==> images/placed.png <==
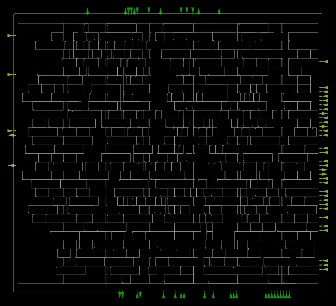
==> images/port_trees.png <==
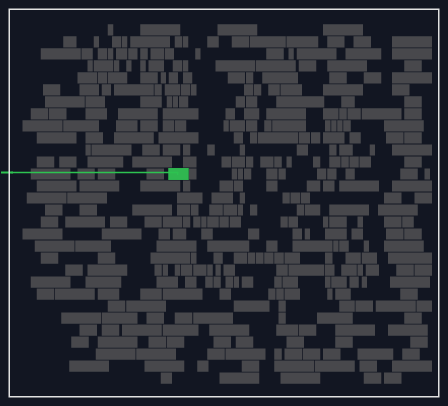
==> src/rtl/micro_seq_pkg.sv <==
// micro_seq_pkg: shared source/stack-op encodings and width helper for the microprogram sequencer
package micro_seq_pkg;
  typedef enum logic [1:0] {SRC_UPC = 2'd0, SRC_AR = 2'd1, SRC_STACK = 2'd2, SRC_D = 2'd3} src_e;
  typedef enum logic [1:0] {OP_NONE = 2'd0, OP_PUSH = 2'd1, OP_POP = 2'd2} stack_op_e;
  function automatic int clog2(input int v);
    int r;
    r = 0;
    while ((1 << r) < v) r++;
    return r;
  endfunction
endpackage

==> src/rtl/micro_seq_if.sv <==
// micro_seq_if: control/address bundle between the microcode pipeline and the sequencer
interface micro_seq_if import micro_seq_pkg::*; #(
  parameter int ADDR_W   = 11,
  parameter int NUM_COND = 8
) ();
  localparam int COND_SEL_W = clog2(NUM_COND);
  logic [ADDR_W-1:0]     d_in, r_in, or_in, y_out;
  logic [1:0]            src_sel;
  logic                  re_n, fe_n, pup, zero_n, cin;
  logic [NUM_COND-1:0]   cond_in;
  logic [COND_SEL_W-1:0] cond_sel;
  logic                  cond_pol, cond_en, stall, clr_err;
  logic                  cout, stack_full, stack_empty, stack_err;
  modport master (
    output d_in, r_in, or_in, src_sel, re_n, fe_n, pup, zero_n, cin,
           cond_in, cond_sel, cond_pol, cond_en, stall, clr_err,
    input  y_out, cout, stack_full, stack_empty, stack_err
  );
  modport slave (
    input  d_in, r_in, or_in, src_sel, re_n, fe_n, pup, zero_n, cin,
           cond_in, cond_sel, cond_pol, cond_en, stall, clr_err,
    output y_out, cout, stack_full, stack_empty, stack_err
  );
endinterface

==> src/rtl/micro_seq_stack.sv <==
// micro_seq_stack: STACK_DEPTH x ADDR_W LIFO; overflow/underflow leave state untouched and pulse err
module micro_seq_stack import micro_seq_pkg::*; #(
  parameter int ADDR_W      = 11,
  parameter int STACK_DEPTH = 4
) (
  input  logic              clock,
  input  logic              reset,
  input  logic              push,
  input  logic              pop,
  input  logic [ADDR_W-1:0] din,
  output logic [ADDR_W-1:0] top,
  output logic              full,
  output logic              empty,
  output logic              err_pulse
);
  localparam int SP_W  = clog2(STACK_DEPTH + 1);
  localparam int IDX_W = clog2(STACK_DEPTH);
  logic [SP_W-1:0]   sp_q, sp_d;
  logic [ADDR_W-1:0] mem_q [STACK_DEPTH];
  logic [ADDR_W-1:0] mem_d [STACK_DEPTH];
  always_comb begin
    full = sp_q == SP_W'(STACK_DEPTH);
    empty = sp_q == '0;
    err_pulse = (push && full) || (pop && empty);
    top = empty ? '0 : mem_q[IDX_W'(sp_q - 1'b1)];
    mem_d = mem_q;
    sp_d = sp_q;
    if (push && !full) begin
      mem_d[IDX_W'(sp_q)] = din;
      sp_d = sp_q + 1'b1;
    end else if (pop && !empty) begin
      sp_d = sp_q - 1'b1;
    end
  end
  always_ff @(posedge clock or negedge reset) begin
    if (!reset) begin
      sp_q <= '0;
      mem_q <= '{default: '0};
    end else begin
      sp_q <= sp_d;
      mem_q <= mem_d;
    end
  end
endmodule

==> src/rtl/micro_sequencer.sv <==
// micro_sequencer: next-microaddress generator (uPC/AR/stack/direct) with conditional branch,
// stall hold and a sticky stack-error flag
module micro_sequencer import micro_seq_pkg::*; #(
  parameter int ADDR_W      = 11,
  parameter int STACK_DEPTH = 4,
  parameter int NUM_COND    = 8
) (
  input logic      clock,
  input logic      reset,
  micro_seq_if.slave bus
);
  logic [ADDR_W-1:0] upc_q, upc_d, ar_q, ar_d, top, mux, y, inc;
  logic              stack_err_q, stack_err_d, taken, push, pop, err_pulse, full, empty, cout;
  src_e              eff_src;
  stack_op_e         op;
  // A failed condition falls through to uPC and cancels the stack op, but never the AR load.
  always_comb begin
    taken = !bus.cond_en || (bus.cond_in[bus.cond_sel] ^ bus.cond_pol);
    eff_src = taken ? src_e'(bus.src_sel) : SRC_UPC;
    op = (bus.fe_n || !taken) ? OP_NONE : bus.pup ? OP_PUSH : OP_POP;
    push = !bus.stall && op == OP_PUSH;
    pop = !bus.stall && op == OP_POP;
    mux = eff_src == SRC_UPC ? upc_q : eff_src == SRC_AR ? ar_q : eff_src == SRC_STACK ? top : bus.d_in;
    y = bus.zero_n ? (mux | bus.or_in) : '0;
    {cout, inc} = {1'b0, y} + (ADDR_W + 1)'(bus.cin);
    upc_d = bus.stall ? upc_q : inc;
    ar_d = (!bus.stall && !bus.re_n) ? bus.r_in : ar_q;
    stack_err_d = bus.stall ? stack_err_q : (err_pulse || (!bus.clr_err && stack_err_q));
  end
  assign bus.y_out = y;
  assign bus.cout = cout;
  assign bus.stack_full = full;
  assign bus.stack_empty = empty;
  assign bus.stack_err = stack_err_q;
  micro_seq_stack #(.ADDR_W(ADDR_W), .STACK_DEPTH(STACK_DEPTH)) u_stack (
    .clock(clock), .reset(reset), .push(push), .pop(pop), .din(upc_q),
    .top(top), .full(full), .empty(empty), .err_pulse(err_pulse)
  );
  always_ff @(posedge clock or negedge reset) begin
    if (!reset) begin
      upc_q <= '0;
      ar_q <= '0;
      stack_err_q <= 1'b0;
    end else begin
      upc_q <= upc_d;
      ar_q <= ar_d;
      stack_err_q <= stack_err_d;
    end
  end
endmodule
==> src/flat_wrapper.sv <==
// flat-port wrapper written by rule: the top's interface ports become plain ports
module micro_sequencer_flat import micro_seq_pkg::*;
#(
  parameter int ADDR_W      = 11,
  parameter int STACK_DEPTH = 4,
  parameter int NUM_COND    = 8
)
  (clock, reset, bus_d_in, bus_r_in, bus_or_in, bus_src_sel, bus_re_n, bus_fe_n, bus_pup, bus_zero_n, bus_cin, bus_cond_in, bus_cond_sel, bus_cond_pol, bus_cond_en, bus_stall, bus_clr_err, bus_y_out, bus_cout, bus_stack_full, bus_stack_empty, bus_stack_err);
  micro_seq_if #(.ADDR_W(ADDR_W), .NUM_COND(NUM_COND)) bus_i ();
  input logic clock;
  input logic reset;
  input wire logic [$bits(bus_i.d_in)-1:0] bus_d_in;
  input wire logic [$bits(bus_i.r_in)-1:0] bus_r_in;
  input wire logic [$bits(bus_i.or_in)-1:0] bus_or_in;
  input wire logic [$bits(bus_i.src_sel)-1:0] bus_src_sel;
  input wire logic [$bits(bus_i.re_n)-1:0] bus_re_n;
  input wire logic [$bits(bus_i.fe_n)-1:0] bus_fe_n;
  input wire logic [$bits(bus_i.pup)-1:0] bus_pup;
  input wire logic [$bits(bus_i.zero_n)-1:0] bus_zero_n;
  input wire logic [$bits(bus_i.cin)-1:0] bus_cin;
  input wire logic [$bits(bus_i.cond_in)-1:0] bus_cond_in;
  input wire logic [$bits(bus_i.cond_sel)-1:0] bus_cond_sel;
  input wire logic [$bits(bus_i.cond_pol)-1:0] bus_cond_pol;
  input wire logic [$bits(bus_i.cond_en)-1:0] bus_cond_en;
  input wire logic [$bits(bus_i.stall)-1:0] bus_stall;
  input wire logic [$bits(bus_i.clr_err)-1:0] bus_clr_err;
  output wire logic [$bits(bus_i.y_out)-1:0] bus_y_out;
  output wire logic [$bits(bus_i.cout)-1:0] bus_cout;
  output wire logic [$bits(bus_i.stack_full)-1:0] bus_stack_full;
  output wire logic [$bits(bus_i.stack_empty)-1:0] bus_stack_empty;
  output wire logic [$bits(bus_i.stack_err)-1:0] bus_stack_err;
  assign bus_i.d_in = bus_d_in;
  assign bus_i.r_in = bus_r_in;
  assign bus_i.or_in = bus_or_in;
  assign bus_i.src_sel = bus_src_sel;
  assign bus_i.re_n = bus_re_n;
  assign bus_i.fe_n = bus_fe_n;
  assign bus_i.pup = bus_pup;
  assign bus_i.zero_n = bus_zero_n;
  assign bus_i.cin = bus_cin;
  assign bus_i.cond_in = bus_cond_in;
  assign bus_i.cond_sel = bus_cond_sel;
  assign bus_i.cond_pol = bus_cond_pol;
  assign bus_i.cond_en = bus_cond_en;
  assign bus_i.stall = bus_stall;
  assign bus_i.clr_err = bus_clr_err;
  assign bus_y_out = bus_i.y_out;
  assign bus_cout = bus_i.cout;
  assign bus_stack_full = bus_i.stack_full;
  assign bus_stack_empty = bus_i.stack_empty;
  assign bus_stack_err = bus_i.stack_err;
  micro_sequencer #(.ADDR_W(ADDR_W), .STACK_DEPTH(STACK_DEPTH), .NUM_COND(NUM_COND)) u_core (.clock(clock), .reset(reset), .bus(bus_i));
endmodule
==> config.mk <==
export PLATFORM = sky130hd
export DESIGN_NAME = micro_sequencer_flat
export DESIGN_NICKNAME = d
export VERILOG_FILES = /design/src/rtl/micro_seq_pkg.sv /design/src/rtl/micro_seq_if.sv /design/src/rtl/micro_seq_stack.sv /design/src/rtl/micro_sequencer.sv /design/src/flat_wrapper.sv
export SDC_FILE = /design/constraint.sdc
export NUM_CORES = 1
export LEC_CHECK = 0
export CAP_MARGIN = 0
export CORE_ASPECT_RATIO = 0.9
export CORE_UTILIZATION = 50
export CTS_CLUSTER_SIZE = 24
export DETAILED_ROUTE_END_ITERATION = 8
export DONT_BUFFER_PORTS = 1
export SYNTH_ARGS = -nofsm -noshare
export SYNTH_HDL_FRONTEND = slang
export SYNTH_SLANG_ARGS = --single-unit
export TNS_END_PERCENT = 5
==> constraint.sdc <==
create_clock -name clock -period 4.1 [get_ports clock]
set_input_delay 0.41 -clock clock [delete_from_list [all_inputs] [get_ports clock]]
set_output_delay 0.41 -clock clock [all_outputs]
set_load 0.05 [all_outputs]
==> reports/metrics.yaml <==
outcome:
  outcome: "finished clean"
sta:
  final_hold_viol_count: 0
  slew_headroom: 0.316
  period_used_share: 0.938
  rsz0062_at_grt: "no"
  report.final.slew_viol_count: 0
  whs_ns: 0.167
  timing.fmax_ghz: 0.260
  clock_skew_ns: 0.00496
  period_minus_slack_ns: 3.85
  worst_pin_slew_ns: 1.02
clock_tree:
  cts-resized-gates: 0
  numCtsBuffers: 9
  ctsHoldBuffers: 2
  cts-htree-levels: 3
  cts-root-buf: "clkbuf_8"
  cts_tree: "yes"
  clk_latency_ns: 0.35
  path_clk_slew_ns: 0.07
  cts_setup_buffers: 0
final_layout:
  layout.nonclk_buf_frac: 0.0361
  fin_util: 0.585
  dominant-cell-class: "logic gates"
  buffers: 17
  lay_top_cells: "mux2_2, dfrtp_1, nor2_1"
  finalNetCount: 422
  inverters: 14
  comb_share: 0.492
  nClkBuffers: 13
  nMultiInputCombCells: 246
  lay_top_count: "mux2_2"
  layout-drive-gt1-share: 0.331
  sh_seq_area: 0.389
synthesis:
  ys.flops: 70
  yosys.area.top_type: "dfrtp_1"
  synthCells: 348
  yosysCellCount: 348
  synth_cell_types: 49
floorplan:
  die_w_um: 97.0
  io_pins: 72
  die_area_mm2: 0.00848
  coreArea_mm2: 0.00769
  fp_util: 0.527
  die_h_um: 87.5
drt:
  vias: 2962
  drt-initial-drc-count: 206
critical_path:
  cp_max_fo: 10
  reg2reg_depth: 9
  worstReg2RegEnd: "u_core.upc_q[8]"
  cp-end-kind: "primary output"
  crit_path_cell_trace: "inv_1, ha_1, mux4_2, nand3_1, nand3b_1, o311ai_4, or4_1, nor4_4, buf_12"
  start_kind: "register"
  arrival_ns: 3.44
  worst_path_largest_cell_delay_ns: 0.70
  critical_path.top_delay_family: "simple AND/OR/NAND/NOR gates"
  crit_type: "register to primary output"
pwr:
  p_seq_uw: 1060
  seq_power_share: 0.408
  p_leak_uw: 0.00197
  powerComb_uw: 981
  clkPwrFrac: 0.217
  p_int_uw: 1730
placement:
  port_buffers: 0
  hpwl_um: 7180
global_routing:
  grt_pass1_wl_um: 16000
  grt_pass1_vias: 2924
worst_hold_path:
  hold_path_depth: 1
## Picture notes: placed.png
# Taps: 96
Rows: 30

## Picture notes: port_trees.png
port	colour	bits	direction	end cells	buffers	wire
`bus_cin`	green	1	input	1	0	38.0 um

## state kept, by name, summed over array words and instances, names as in the netlist
signal	cells
u_core.bus.stack_err	1
u_core.u_stack.sp_q	3
u_core.u_stack.mem_q	44
u_core.ar_q	11
u_core.upc_q	11
## per-stage QoR
step                total power [uW]  cells  setup slack, ns  area [um^2]
floorplan                       1800    348          0.00910         4100
global placement                2010    441            0.489         4260
detailed placement              2030    441            0.434         4260
CTS                             2620    459            0.265         4500
global route                    2770    459            0.120         4500
finish                          2610    459            0.254         4500
## kinds of logic after synthesis
logic type               share of synthesized area
buffers and inverters                       0.0324
XOR/XNOR                                    0.0108
AND/OR/NAND/NOR                              0.102
flip-flops                                   0.432
adder cells (fa/ha/maj)                     0.0216
AND-OR/OR-AND                                0.112
multiplexers                                 0.290
## synth_stat cells (4+ instances only)
cell type  number
a21oi_1        10
a221o_1         4
a31oi_1         8
and2_1          5
clkbuf_1       12
dfrtp_1        70
ha_1            7
inv_1          14
mux2_2         71
mux2i_1         6
mux4_2         12
nand2_1        13
nand3_1        11
nand4_1         4
nor2_1         16
nor3_1          8
o21ai_0        12
or3_1           6
xnor2_1         4
## worst max path at each step
| stage | depth (start not counted) | from | end |
|---|---|---|---|
| after floorplan | 12 | u_core.u_stack.sp_q[0] | u_core.upc_q[8] |
| after global placement | 10 | bus_cond_sel[0] | bus_cout |
| after detailed placement | 10 | bus_cond_sel[0] | bus_cout |
| after CTS | 9 | u_core.u_stack.sp_q[1] | bus_cout |
| after global routing | 9 | u_core.u_stack.sp_q[1] | bus_cout |
| final | 9 | u_core.u_stack.sp_q[1] | bus_cout |
## per-layer routing
layer	vias to the layer above	GRT usage	routed length, um
met5	-	0	0
met4	0	0.0638	140
met3	12	0.0827	717
met2	105	0.383	4550
met1	1500	0.345	4520
li1	1345	-	-
No activity file was given, so power comes from the tool's default toggle rates.
